<file path="src/rtl/seven_seg_arbiter_if.sv">
// Client-side request bus and display-driver outputs of the seven-segment arbiter.
// The master side is the clients and driver; the slave side is the arbiter itself.
interface seven_seg_arbiter_if #(
  parameter int N_REQ = 4,
  parameter int PTR_W = 2
);
  logic [N_REQ-1:0]    req;
  logic [16*N_REQ-1:0] req_din;
  logic [N_REQ-1:0]    req_bcd;
  logic [2*N_REQ-1:0]  req_dec;
  logic [N_REQ-1:0]    gnt;
  logic [PTR_W-1:0]    owner;
  logic [15:0]         din;
  logic                bcd;
  logic [1:0]          dec;
  logic                enable;

  modport master (
    output req, req_din, req_bcd, req_dec,
    input  gnt, owner, din, bcd, dec, enable
  );

  modport slave (
    input  req, req_din, req_bcd, req_dec,
    output gnt, owner, din, bcd, dec, enable
  );
endinterface

</file>
<file path="src/rtl/seven_seg_arbiter.sv">
// Round-robin arbiter time-sharing one 4-digit seven-segment driver between clients,
// with a minimum dwell per grant and a single blank cycle between owners.
module seven_seg_arbiter #(
  parameter int N_REQ        = 4,
  parameter int DWELL_CYCLES = 100000000,
  parameter int PTR_W        = 2
) (
  input  logic               clk,
  input  logic               rst,
  seven_seg_arbiter_if.slave bus
);

  localparam int CNT_W = (DWELL_CYCLES > 1) ? $clog2(DWELL_CYCLES) : 1;
  localparam logic [CNT_W-1:0] RELOAD   = CNT_W'(DWELL_CYCLES - 1);
  localparam logic [PTR_W-1:0] LAST_IDX = PTR_W'(N_REQ - 1);
  localparam logic [N_REQ-1:0] ONE_HOT0 = {{(N_REQ-1){1'b0}}, 1'b1};

  typedef enum logic [1:0] {
    ST_IDLE  = 2'd0,
    ST_SHOW  = 2'd1,
    ST_BLANK = 2'd2
  } state_t;

  state_t           r_state;
  logic [PTR_W-1:0] r_owner;
  logic [CNT_W-1:0] r_cnt;
  logic [N_REQ-1:0] r_gnt;
  logic [15:0]      r_din;
  logic             r_bcd;
  logic [1:0]       r_dec;
  logic             r_en;

  logic             w_pick_vld;
  logic [PTR_W-1:0] w_pick_idx;
  logic             w_own_req;
  logic             w_others;
  logic [15:0]      w_own_din;
  logic             w_own_bcd;
  logic [1:0]       w_own_dec;
  logic [15:0]      w_pick_din;
  logic             w_pick_bcd;
  logic [1:0]       w_pick_dec;

  assign bus.gnt    = r_gnt;
  assign bus.owner  = r_owner;
  assign bus.din    = r_din;
  assign bus.bcd    = r_bcd;
  assign bus.dec    = r_dec;
  assign bus.enable = r_en;

  // Scan from farthest to nearest offset so the closest requester after the owner wins.
  always_comb begin
    w_pick_vld = 1'b0;
    w_pick_idx = r_owner;
    for (int i = N_REQ; i >= 1; i--) begin
      w_pick_idx = bus.req[(int'(r_owner) + i) % N_REQ] ? PTR_W'((int'(r_owner) + i) % N_REQ) : w_pick_idx;
      w_pick_vld = bus.req[(int'(r_owner) + i) % N_REQ] ? 1'b1 : w_pick_vld;
    end
  end

  assign w_own_req  = bus.req[r_owner];
  assign w_others   = |(bus.req & ~r_gnt);
  assign w_own_din  = bus.req_din[16*r_owner +: 16];
  assign w_own_bcd  = bus.req_bcd[r_owner];
  assign w_own_dec  = bus.req_dec[2*r_owner +: 2];
  assign w_pick_din = bus.req_din[16*w_pick_idx +: 16];
  assign w_pick_bcd = bus.req_bcd[w_pick_idx];
  assign w_pick_dec = bus.req_dec[2*w_pick_idx +: 2];

  // Arbitration state machine; every output is a register updated on the same edge.
  always_ff @(posedge clk or posedge rst) begin
    if (rst) begin
      r_state <= ST_IDLE;
      r_owner <= LAST_IDX;
      r_cnt   <= {CNT_W{1'b0}};
      r_gnt   <= {N_REQ{1'b0}};
      r_din   <= 16'h0000;
      r_bcd   <= 1'b0;
      r_dec   <= 2'b00;
      r_en    <= 1'b0;
    end else begin
      case (r_state)
        ST_IDLE, ST_BLANK: begin
          if (w_pick_vld) begin
            r_state <= ST_SHOW;
            r_owner <= w_pick_idx;
            r_gnt   <= ONE_HOT0 << w_pick_idx;
            r_en    <= 1'b1;
            r_din   <= w_pick_din;
            r_bcd   <= w_pick_bcd;
            r_dec   <= w_pick_dec;
            r_cnt   <= RELOAD;
          end else begin
            r_state <= ST_IDLE;
            r_gnt   <= {N_REQ{1'b0}};
            r_en    <= 1'b0;
          end
        end
        ST_SHOW: begin
          r_din <= w_own_din;
          r_bcd <= w_own_bcd;
          r_dec <= w_own_dec;
          if (!w_own_req) begin
            r_state <= ST_BLANK;
            r_gnt   <= {N_REQ{1'b0}};
            r_en    <= 1'b0;
          end else if (r_cnt == {CNT_W{1'b0}}) begin
            // Dwell expired: hand over only if someone else is waiting.
            if (w_others) begin
              r_state <= ST_BLANK;
              r_gnt   <= {N_REQ{1'b0}};
              r_en    <= 1'b0;
            end else begin
              r_cnt <= RELOAD;
            end
          end else begin
            r_cnt <= r_cnt - {{(CNT_W-1){1'b0}}, 1'b1};
          end
        end
        default: begin
          r_state <= ST_IDLE;
          r_gnt   <= {N_REQ{1'b0}};
          r_en    <= 1'b0;
        end
      endcase
    end
  end

endmodule

</file>
<file path="src/flat_wrapper.sv">
// flat-port wrapper written by rule: the top's interface ports become plain ports
module seven_seg_arbiter_flat 
#(
  parameter int N_REQ        = 4,
  parameter int DWELL_CYCLES = 100000000,
  parameter int PTR_W        = 2
)
  (clk, rst, bus_req, bus_req_din, bus_req_bcd, bus_req_dec, bus_gnt, bus_owner, bus_din, bus_bcd, bus_dec, bus_enable);
  seven_seg_arbiter_if #(.N_REQ(N_REQ), .PTR_W(PTR_W)) bus_i ();
  input  logic clk;
  input  logic rst;
  input wire logic [$bits(bus_i.req)-1:0] bus_req;
  input wire logic [$bits(bus_i.req_din)-1:0] bus_req_din;
  input wire logic [$bits(bus_i.req_bcd)-1:0] bus_req_bcd;
  input wire logic [$bits(bus_i.req_dec)-1:0] bus_req_dec;
  output wire logic [$bits(bus_i.gnt)-1:0] bus_gnt;
  output wire logic [$bits(bus_i.owner)-1:0] bus_owner;
  output wire logic [$bits(bus_i.din)-1:0] bus_din;
  output wire logic [$bits(bus_i.bcd)-1:0] bus_bcd;
  output wire logic [$bits(bus_i.dec)-1:0] bus_dec;
  output wire logic [$bits(bus_i.enable)-1:0] bus_enable;
  assign bus_i.req = bus_req;
  assign bus_i.req_din = bus_req_din;
  assign bus_i.req_bcd = bus_req_bcd;
  assign bus_i.req_dec = bus_req_dec;
  assign bus_gnt = bus_i.gnt;
  assign bus_owner = bus_i.owner;
  assign bus_din = bus_i.din;
  assign bus_bcd = bus_i.bcd;
  assign bus_dec = bus_i.dec;
  assign bus_enable = bus_i.enable;
  seven_seg_arbiter #(.N_REQ(N_REQ), .DWELL_CYCLES(DWELL_CYCLES), .PTR_W(PTR_W)) u_core (.clk(clk), .rst(rst), .bus(bus_i));
endmodule
</file>
<file path="config.mk">
export PLATFORM = sky130hd
export DESIGN_NAME = seven_seg_arbiter_flat
export DESIGN_NICKNAME = d
export VERILOG_FILES = /design/src/rtl/seven_seg_arbiter_if.sv /design/src/rtl/seven_seg_arbiter.sv /design/src/flat_wrapper.sv
export SDC_FILE = /design/constraint.sdc
export NUM_CORES = 1
export LEC_CHECK = 0
export ABC_AREA = 1
export CORE_AREA = 2 2 103 105
export CTS_BUF_LIST = sky130_fd_sc_hd__clkbuf_4
export CTS_CLUSTER_DIAMETER = 100
export DETAILED_ROUTE_END_ITERATION = 7
export DIE_AREA = 0 0 105 107
export GPL_ROUTABILITY_DRIVEN = 0
export HOLD_SLACK_MARGIN = 0.12
export PLACE_DENSITY = 0.67
export SETUP_SLACK_MARGIN = 0.1
export SLEW_MARGIN = 10
export SYNTH_ARGS = -nofsm -noshare
export SYNTH_HDL_FRONTEND = slang
export SYNTH_SLANG_ARGS = --single-unit
</file>
<file path="constraint.sdc">
create_clock -name clk -period 5.35 [get_ports clk]
set_clock_uncertainty 0.1 [all_clocks]
set_input_delay 1.3375 -clock clk [delete_from_list [all_inputs] [get_ports clk]]
set_output_delay 1.3375 -clock clk [all_outputs]
set_load 0.02 [all_outputs]
</file>
met1.png
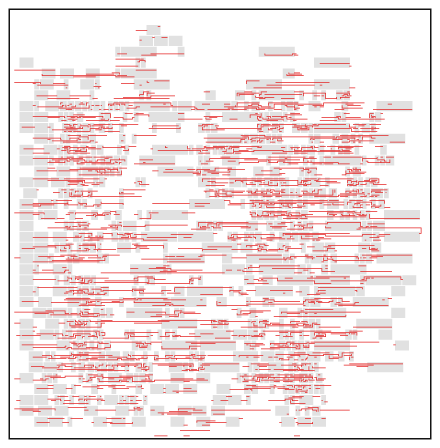
The layer carries 4860 um of wire. The layer holds 46% of the routed length.
GR Layer Usage met1: 0.2620
final WL: 10.63 mm
vias: 4254

met2.png
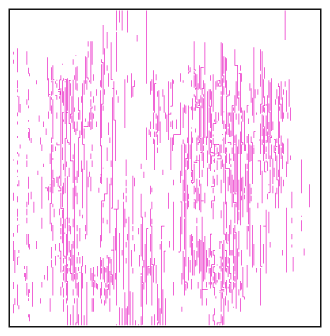
610 nets have wire on it. The longest straight run is 43.7 um.
met2 Use GR: 0.3302

met3.png
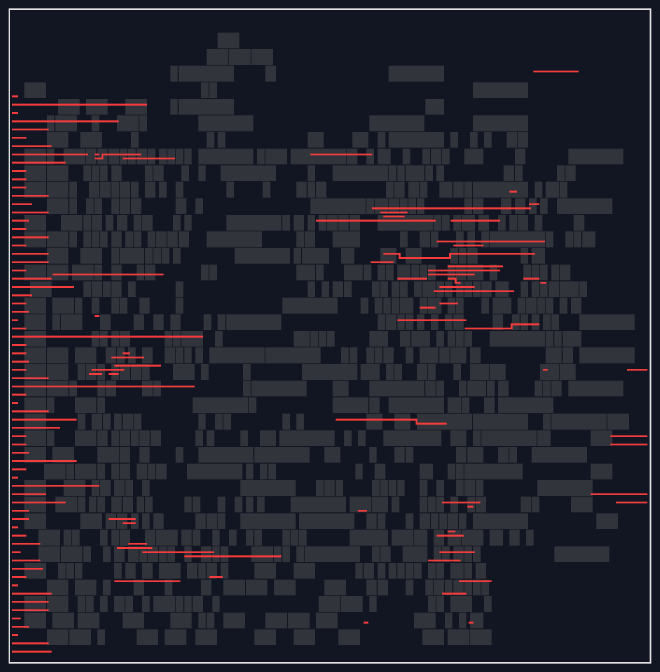
The layer holds 7.2% of the routed length. 120 nets have wire on it. The layer carries 763 um of wire. The longest straight run is 31.1 um. The wires run mostly horizontal.
grt met3 use: 0.03708

met4.png
Scale bar: 20 um.
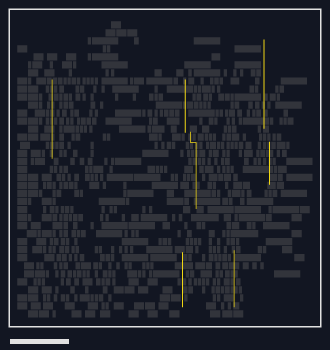
The wires run mostly vertical. 6 nets have wire on it. The longest straight run is 29.9 um. The layer holds 1.4% of the routed length. The layer carries 154 um of wire.

==> reports/qor.csv <==
stage;metric;value;unit
floorplan;Die Area;11240;um2
logic_synthesis;area share, top type;0.3261;
worst_setup_path;crit path to;u_core.bus.din[1];
worst_hold_path;Hold Crit Class;reg2reg;
clocking;CTS clk-pin slew, worst paths;0.15;ns
logic_synthesis;Distinct lib cells used;36;
worst_setup_path;worst r2r src;u_core.bus.owner[0];
finish;synth-to-layout area growth;29.66;%
pwr;sw frac;0.5419;
pwr;Max VDD drop;289.3;uV
finish;post-route cell area;5174;um2
clocking;Num Clock Sinks;54;
worst_hold_path;Hold Path Sink;u_core.bus.din[15];
worst_setup_path;R2R setup slack;2.50;ns
clocking;Late-Pin Clk Latency;0.38;ns
logic_synthesis;area leader, netlist;dfrtp_1;
floorplan;Placement Rows;37;
logic_synthesis;yosys cell count;631;
global_routing;GRT Residual Overflow;0;
pwr;Sequential Power Share;0.234;
pwr;combinational power share;0.702;
logic_synthesis;YS warnings;0;
routing;via/cell ratio;4.924;
place;pre-CTS setup slack;1.517;ns
pwr;Clk. pwr;0.185;mW
logic_synthesis;post-synthesis cell count;631;
routing;metal3 WL;762;um
routing;met1 WL;4.862;mm
logic_synthesis;top cells by count;197 x nand2_1, 108 x inv_1, 101 x nand3_1;
logic_synthesis;Yosys reg bits;54;
logic_synthesis;syn_area_per_cell;6.323;um2
floorplan;Die Height;107;um
worst_setup_path;reg2reg end;u_core.r_cnt[5];
status;status;finished, final reports clean;
routing;highest metal used;met4;
pwr;P per Cell Area;559.7;nW/um2
logic_synthesis;number of enable flip-flop cells;0;
worst_setup_path;CP delay by family, top;simple AND/OR/NAND/NOR gates;
place;number of port buffers;107;
final_timing;Peak Freq;291.4;MHz
clocking;Post-CTS Hold Buffers;0;
finish;Antenna diodes;0;
finish;Commonest Layout Cell;nand2_1;
final_timing;max-slew violation count;0;
run;Tool Warnings;27;
finish;post-layout util;0.5126;
clocking;Post-CTS Setup Inserts;0;
routing;drt initial violations;180;
global_routing;largest net degree at the start of global routing;55;
worst_setup_path;Setup CP Type;in2reg;
worst_setup_path;CP endpoint kind;register;
pwr;Seq group;0.677;mW
final_timing;Finish-stage setup viols;0;
worst_setup_path;critical path cell sequence;clkdlybuf4s50_1, inv_1, nand2_1, nand3_1, nand2_1, inv_1, nand2_1, nand2_2, nand2_4, nand3_4, nand2_4, nand2_1, nand3_1, nand2_1, nand2_1, nand2_1;
worst_hold_path;hold path cells;2;
pwr;Comb group;2.03;mW
pwr;Clk network pwr share;0.064;
clocking;CTS tree;done;
pwr;overall power;2.896;mW
pwr;sw power;1.569;mW
logic_synthesis;top-count cell post-synth;nand2_1;
worst_hold_path;worst min-delay path startpoint;u_core.bus.din[15];
final_timing;Fin. Hold Viols;0;
logic_synthesis;Synth Net Count;715;
run;number of max-cap violations;0;
routing;iteration count of the initial detailed-routing pass;5;
clocking;H-tree levels;2;
worst_setup_path;cell count along the critical path;16;
worst_setup_path;Crit-path slowest cell;clkdlybuf4s50_1;
global_routing;GR peak layer;met2;
worst_setup_path;worst path buffer plus inverter count;3;
floorplan;Chip Width;105;um
finish;fin cells;864;
routing;Post-DRT Antenna Nets;0;
global_routing;initial antenna violation count;0;
finish;Layout Nets;811;
floorplan;core area;10090;um2
worst_setup_path;slowest cell delay on critical path;0.48;ns
logic_synthesis;Top FF cell, synth;dfrtp_1;
logic_synthesis;post-synth design cell area;3990;um2
worst_setup_path;Critical Path RT;5.54;ns
final_timing;Slew HR;0.4014;
global_routing;vias in the first global route;4149;
finish;most frequent cells in the layout;197 x nand2_1, 107 x inv_1, 107 x clkdlybuf4s50_1, 101 x nand3_1, 52 x dfrtp_1;
place;post-DP HPWL;8.385;mm
floorplan;Initial Util;0.3954;
clocking;Max Root-Sink Buffers;2;
clocking;CTS Buf Count;5;
global_routing;first-pass GRT wire length;18.53;mm
final_timing;RSZ-0062 raised after global routing;false;
logic_synthesis;Yosys Chip Area;3990;um2
logic_synthesis;asr flop ratio synth;1.000;
final_timing;setup tns final;0;ns
finish;share of cells above drive strength 1;0.04258;
global_routing;total track usage;0.1973;
worst_setup_path;CP Launch Type;primary input;
pwr;internal power;1.327;mW
final_timing;Final Worst Setup Slack;1.919;ns
worst_setup_path;Critical Path Most Common Cell;nand2_1;
worst_setup_path;Crit Path Max Fanout;37;
place;DP Area;5115;um2
pwr;leakage power;2.631;nW
final_timing;minimum clock period;3.431;ns
finish;fillers;1025;
worst_setup_path;CP Data Arrival Time;3.62;ns
routing;wire length per cell;12.31;um
floorplan;IO Count;108;
worst_setup_path;worst reg2reg path depth;13;
clocking;Root Driver;clkbuf_4;
routing;number of remaining DRC errors;0;
routing;Met2 Wirelength;4.854;mm
place;dpl cells;856;
clocking;post-cts resize count;0;
logic_synthesis;Seq share, synth;0.3393;
pwr;Max power group;combinational cells;
worst_setup_path;worst setup path start;bus_req[1];
final_timing;Least-Margin Pin Slew;0.8968;ns
final_timing;fin crit share;0.6414;
logic_synthesis;dominant cells by area after synthesis;dfrtp_1 33%, nand2_1 19%, nand3_1 13%, inv_1 10%, nor2_1 4.6%;
final_timing;final hold slack;0.3974;ns
## final cells by class
cell class	instances	area, um2	share of cell area
multi-input cells	439	2054	0.3971
flip-flops and latches	54	1354	0.2617
repair buffers	111	1101	0.2128
inverters	116	436.7	0.08440
well taps	136	170.2	0.03289
clock buffers	6	45.04	0.008706
clock inverters	2	12.51	0.002418
## sequential cells by signal (all words and copies together), names as in the netlist
name,count
u_core.r_state,2
u_core.bus.din,16
u_core.bus.owner,2
u_core.bus.dec,2
u_core.bus.bcd,1
u_core.r_cnt,27
u_core.bus.gnt,4
## kinds of logic after synthesis
family,share of synthesized area
AND-OR/OR-AND,0.05990
buffers and inverters,0.1458
adder cells (fa/ha/maj),0.006271
AND/OR/NAND/NOR,0.4224
XOR/XNOR,0.02634
flip-flops,0.3393
Power and IR drop assume default switching activity.
